==> images/layer_met1.png <==
Cells faint in the background.
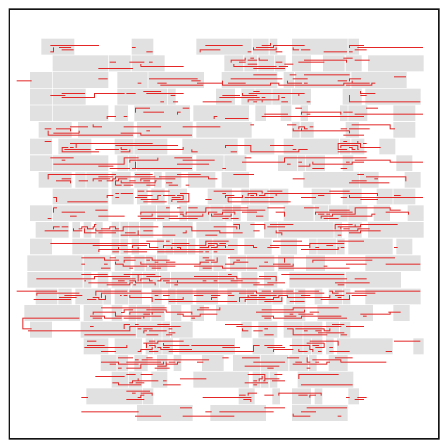
==> images/layer_met2.png <==
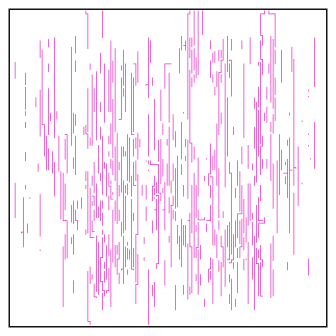
==> images/layer_met3.png <==
Cells faint in the background.
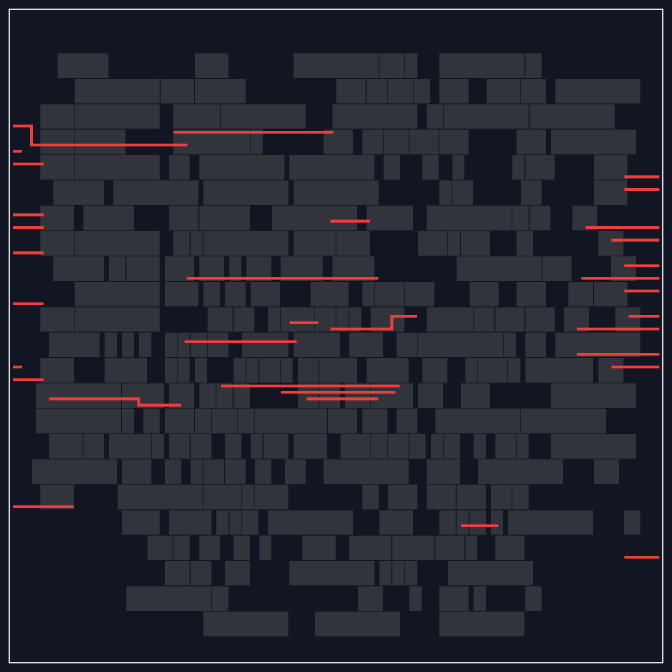
### src/rtl/bit_scheduler.sv
// Serialises bytes MSB-first behind an alternating preamble into a bit FIFO, one write per symbol slot.
// First write two cycles after accept; a full FIFO freezes the slot so no bit is lost or repeated.
module bit_scheduler #(
  parameter int SYM_CLKS = 256,
  parameter int PRE_BITS = 8,
  parameter int CNT_W    = 16
) (
  input  logic             CLK,
  input  logic             RST,
  input  logic             s_valid,
  input  logic [7:0]       s_data,
  output logic             s_ready,
  input  logic             fifo_full,
  output logic             wr_en,
  output logic             wr_bit,
  output logic             busy,
  output logic [CNT_W-1:0] bytes_sent
);

  localparam int            SW       = (SYM_CLKS > 2) ? $clog2(SYM_CLKS) : 1;
  localparam logic [SW-1:0] SYM_LAST = SW'(SYM_CLKS - 1);
  localparam int            PW       = $clog2(PRE_BITS + 2);
  localparam logic [PW-1:0] PRE_LAST = PW'((PRE_BITS > 0) ? PRE_BITS - 1 : 0);

  typedef enum logic [1:0] {IDLE, PREAMBLE, DATA} state_t;

  state_t        state;
  logic [SW-1:0] sym_cnt;
  logic [2:0]    bit_idx;
  logic [PW-1:0] pre_cnt;
  logic [7:0]    shift;
  logic          slot;
  logic          wr_go;
  logic          last_bit;
  logic          accept;

  assign slot     = (state != IDLE) && (sym_cnt == '0);
  assign wr_go    = slot && !fifo_full;
  assign last_bit = (state == DATA) && (bit_idx == 3'd0);
  // A new byte may be taken only as the current byte's last bit is committed, so framing never gaps.
  assign s_ready  = RST && ((state == IDLE) || (wr_go && last_bit));
  assign accept   = s_valid && s_ready;
  assign busy     = (state != IDLE);

  always_ff @(posedge CLK or negedge RST) begin
    if (!RST) begin
      state      <= IDLE;
      sym_cnt    <= '0;
      bit_idx    <= 3'd0;
      pre_cnt    <= '0;
      shift      <= 8'd0;
      wr_en      <= 1'b0;
      wr_bit     <= 1'b0;
      bytes_sent <= '0;
    end else begin
      wr_en <= 1'b0;
      // Holding the counter at zero keeps the stalled slot open until the FIFO drains.
      if ((state != IDLE) && !(slot && fifo_full))
        sym_cnt <= (sym_cnt == SYM_LAST) ? '0 : sym_cnt + 1'b1;

      case (state)
        IDLE: begin
          if (accept) begin
            shift   <= s_data;
            sym_cnt <= '0;
            bit_idx <= 3'd7;
            pre_cnt <= '0;
            state   <= (PRE_BITS > 0) ? PREAMBLE : DATA;
          end
        end
        PREAMBLE: begin
          if (wr_go) begin
            wr_en   <= 1'b1;
            wr_bit  <= ~pre_cnt[0];
            pre_cnt <= pre_cnt + 1'b1;
            if (pre_cnt == PRE_LAST)
              state <= DATA;
          end
        end
        DATA: begin
          if (wr_go) begin
            wr_en   <= 1'b1;
            wr_bit  <= shift[bit_idx];
            bit_idx <= bit_idx - 1'b1;
            if (bit_idx == 3'd0) begin
              bytes_sent <= bytes_sent + 1'b1;
              if (accept) begin
                shift   <= s_data;
                bit_idx <= 3'd7;
              end else begin
                state <= IDLE;
              end
            end
          end
        end
        default: state <= IDLE;
      endcase
    end
  end

endmodule
### config.mk
export PLATFORM = sky130hd
export DESIGN_NAME = bit_scheduler
export DESIGN_NICKNAME = d
export VERILOG_FILES = /design/src/rtl/bit_scheduler.sv
export SDC_FILE = /design/constraint.sdc
export NUM_CORES = 1
export LEC_CHECK = 0
export CAP_MARGIN = 20
export CORE_MARGIN = 2
export CORE_UTILIZATION = 55
export DETAILED_ROUTE_END_ITERATION = 8
export HOLD_SLACK_MARGIN = 0.02
export PLACE_DENSITY = 0.81
export REMOVE_ABC_BUFFERS = 1
export SYNTH_ARGS = -nofsm -noshare
export SYNTH_HDL_FRONTEND = slang
export SYNTH_SLANG_ARGS = --single-unit
### constraint.sdc
create_clock -name CLK -period 3.7 [get_ports CLK]
set_clock_uncertainty 0.2 [all_clocks]
set_input_delay 0.74 -clock CLK [delete_from_list [all_inputs] [get_ports CLK]]
set_output_delay 0.74 -clock CLK [all_outputs]
set_load 0.1 [all_outputs]
==> deck_impl_summary.md <==
Synthesis and Place & Route Summary

Run status
  – Status: finished clean

Logic synthesis
  – Most frequent cell after synthesis: dfrtp_1
  – Most used flip-flop cell: dfrtp_1
  – Top-area cell share: 0.450
  – EDFF count, synth: 0
  – Commonest cells post-synth: dfrtp_1 (43), nor2_1 (22), nand2_1 (14)
  – Cell area leaders: dfrtp_1 (45%), mux2_4 (5.0%), ha_1 (4.7%), xnor2_1 (3.7%), xor2_1 (3.7%)
  – Synth Register Bits: roughly 43
  – Cell Area, Synth: 2390 um2
  – Asr flop ratio synth: 1.00
  – Post-Synthesis Cells: 228
  – Seq/Total Area, Yosys: 0.450
  – YS chip area: 2390 um2
  – Distinct cell type count after synthesis: ~53
  – Syn avg cell area: 10.5 um2

Final layout
  – Layout clock area frac: 0.0298
  – Non-CTS inverters: 9
  – Area of the multi-input gates: 1240 um2
  – Biggest Area Class: multi-input combinational cells
  – Comb area share: 0.439
  – NonClk Buf Share: 0.115
  – Layout fillers: ~330
  – #MultiIn Comb: 168
  – Clock buf count: 5
  – Most instantiated logic cell after routing: dfrtp_1
  – Top cells excl fill/tap: dfrtp_1 (43), nor2_1 (22), clkdlybuf4s50_1 (17), buf_4 (17), nand2_1 (14)
  – Ant. Diodes: 0

STA
  – Setup TNS: 0 ns
  – RSZ-0062 raised after global routing: no
  – Fmax: 294 MHz
  – Slew Limit Fails: 0
  – Cycle use final: 0.918
  – Final hold vios: 0
  – Worst-margin pin slew: slightly below 1 ns

Place
  – IO Port Bufs: 31
  – Routability cong.: 0.847
  – Final HPWL from detailed placement: 3.50 mm

Routing
  – DR top layer: met4
  – Routed wl met2: 2.39 mm
  – Average wire per standard cell: 15.5 um
  – Drt first pass iters: 4
  – Met1 WL: 2.20 mm
  – Drt first-iter violations: 142
  – Detail Route Antenna Nets: 0
  – DRC viols: 0

Setup path
  – Arr. time, crit path: ~2.5 ns
  – Critical path launch point type: flip-flop
  – Crit. End Element: primary output
  – Worst path slowest cell: or3b_2
  – CP peak stage delay: 0.53 ns
  – Crit path DRT: between 2 and 3 ns
  – Worst reg2reg endpoint: shift[2]$_DFFE_PN0P_
  – Worst Path Class, Setup: reg2out
  – Top Family by Delay on Critical Path: simple AND/OR/NAND/NOR gates
  – Worst R2R Start: sym_cnt[0]$_DFF_PN0_
  – CP cell instances: inv_1, ha_1, or3b_2, nor4_2, o21a_1, buf_12
  – Crit path buf inv count: 2
  – R2r setup slk: 0.88 ns

CTS
  – Clock buffer depth: 2
  – Clock Root Buffer: clkbuf_8
  – Cts hold-fix bufs: 0
  – CTS tree: built
  – Number of CTS-inserted buffers: 5
  – H-Tree Depth: 2

Global route
  – Largest net degree at the start of global routing: 40
  – Total Routing Usage GR: 0.215
  – Antenna violations before repair: 0
  – First-pass GRT wire length: ~8.4 mm
  – Number of global-route vias before repair: ~1800

Floorplan
  – Core Region: 4090 um2
  – Num rows: 23
  – I/O pin count: 32
  – Die Size: 4890 um2

Power
  – Pwr dens: roughly 510 nW/um2
  – IR drop worst, VDD: 0.000325 V

Hold path
  – Worst min-delay path category: in2async

Job
  – OpenROAD warnings: 29
-- layer_met1.png (at the start) --
The wires run mostly horizontal. 245 nets have wire on it. The longest straight run is 27.1 um. The layer holds 45% of the routed length. The layer carries 2200 um of wire.
DRT Wirelength: 4.86 mm
via count: 1850
met1 usage: 0.283

-- layer_met2.png (at the start) --
250 nets have wire on it. The layer carries 2390 um of wire. The longest straight run is 27.9 um.

-- layer_met3.png (at the start) --
The longest straight run is 20.2 um. The layer holds 4.7% of the routed length. The wires run mostly horizontal. 28 nets have wire on it.
met3 Use GR: 0.0519

metal layers:
metal | track usage | vias to the layer above
met5 | 0 | -
met4 | 0.0534 | 0
met3 | 0.0519 | 5
met2 | 0.358 | 44
met1 | 0.283 | 909
li1 | - | 892
flip-flops by register name (all words and copies together), names as in the netlist:
| name | cells |
|---|---|
| shift | 8 |
| bytes_sent | 16 |
| wr_en | 1 |
| state | 2 |
| wr_bit | 1 |
| bit_idx | 3 |
| pre_cnt | 4 |
| sym_cnt | 8 |
power breakdown:
| part | switching, mW | internal, mW | leakage, nW |
|---|---|---|---|
| combinational | 0.322 | 0.221 | 0.700 |
| sequential | 0.0564 | 0.544 | 0.557 |
| clock | 0.153 | 0.129 | 0.0477 |
| total | 0.531 | 0.894 | 1.30 |
how the worst max path moves through the flow:
stage | cells past startpoint | slack [ns] | end
floorplan | 5 | 0.26 | s_ready
global placement | 5 | 0.36 | s_ready
detailed placement | 5 | 0.38 | s_ready
CTS | 6 | 0.31 | s_ready
global route | 6 | 0.22 | s_ready
finish | 6 | 0.30 | s_ready
per-stage QoR:
stage                     area (um2)  total power [mW]  hold slack (ns)  std cells  setup WS, ns
after CTS                       2820              1.43           0.0825        314         0.315
final                           2820              1.42           0.0951        314         0.303
after global routing            2820              1.51           0.0879        314         0.218
after detailed placement        2730              1.15            0.259        306         0.378
after floorplan                 2350              1.00            0.244        220         0.260
after global placement          2730              1.13            0.255        306         0.360
logic make-up after synthesis:
logic type | after synthesis | synth area share
flops | 43 | 0.450
mux | 13 | 0.0775
buf+inv | 17 | 0.0314
fa+ha+maj | 9 | 0.0471
compound gates | 36 | 0.104
simple gates | 90 | 0.216
xor+xnor | 20 | 0.0733
No activity file was given, so power comes from the tool's default toggle rates.
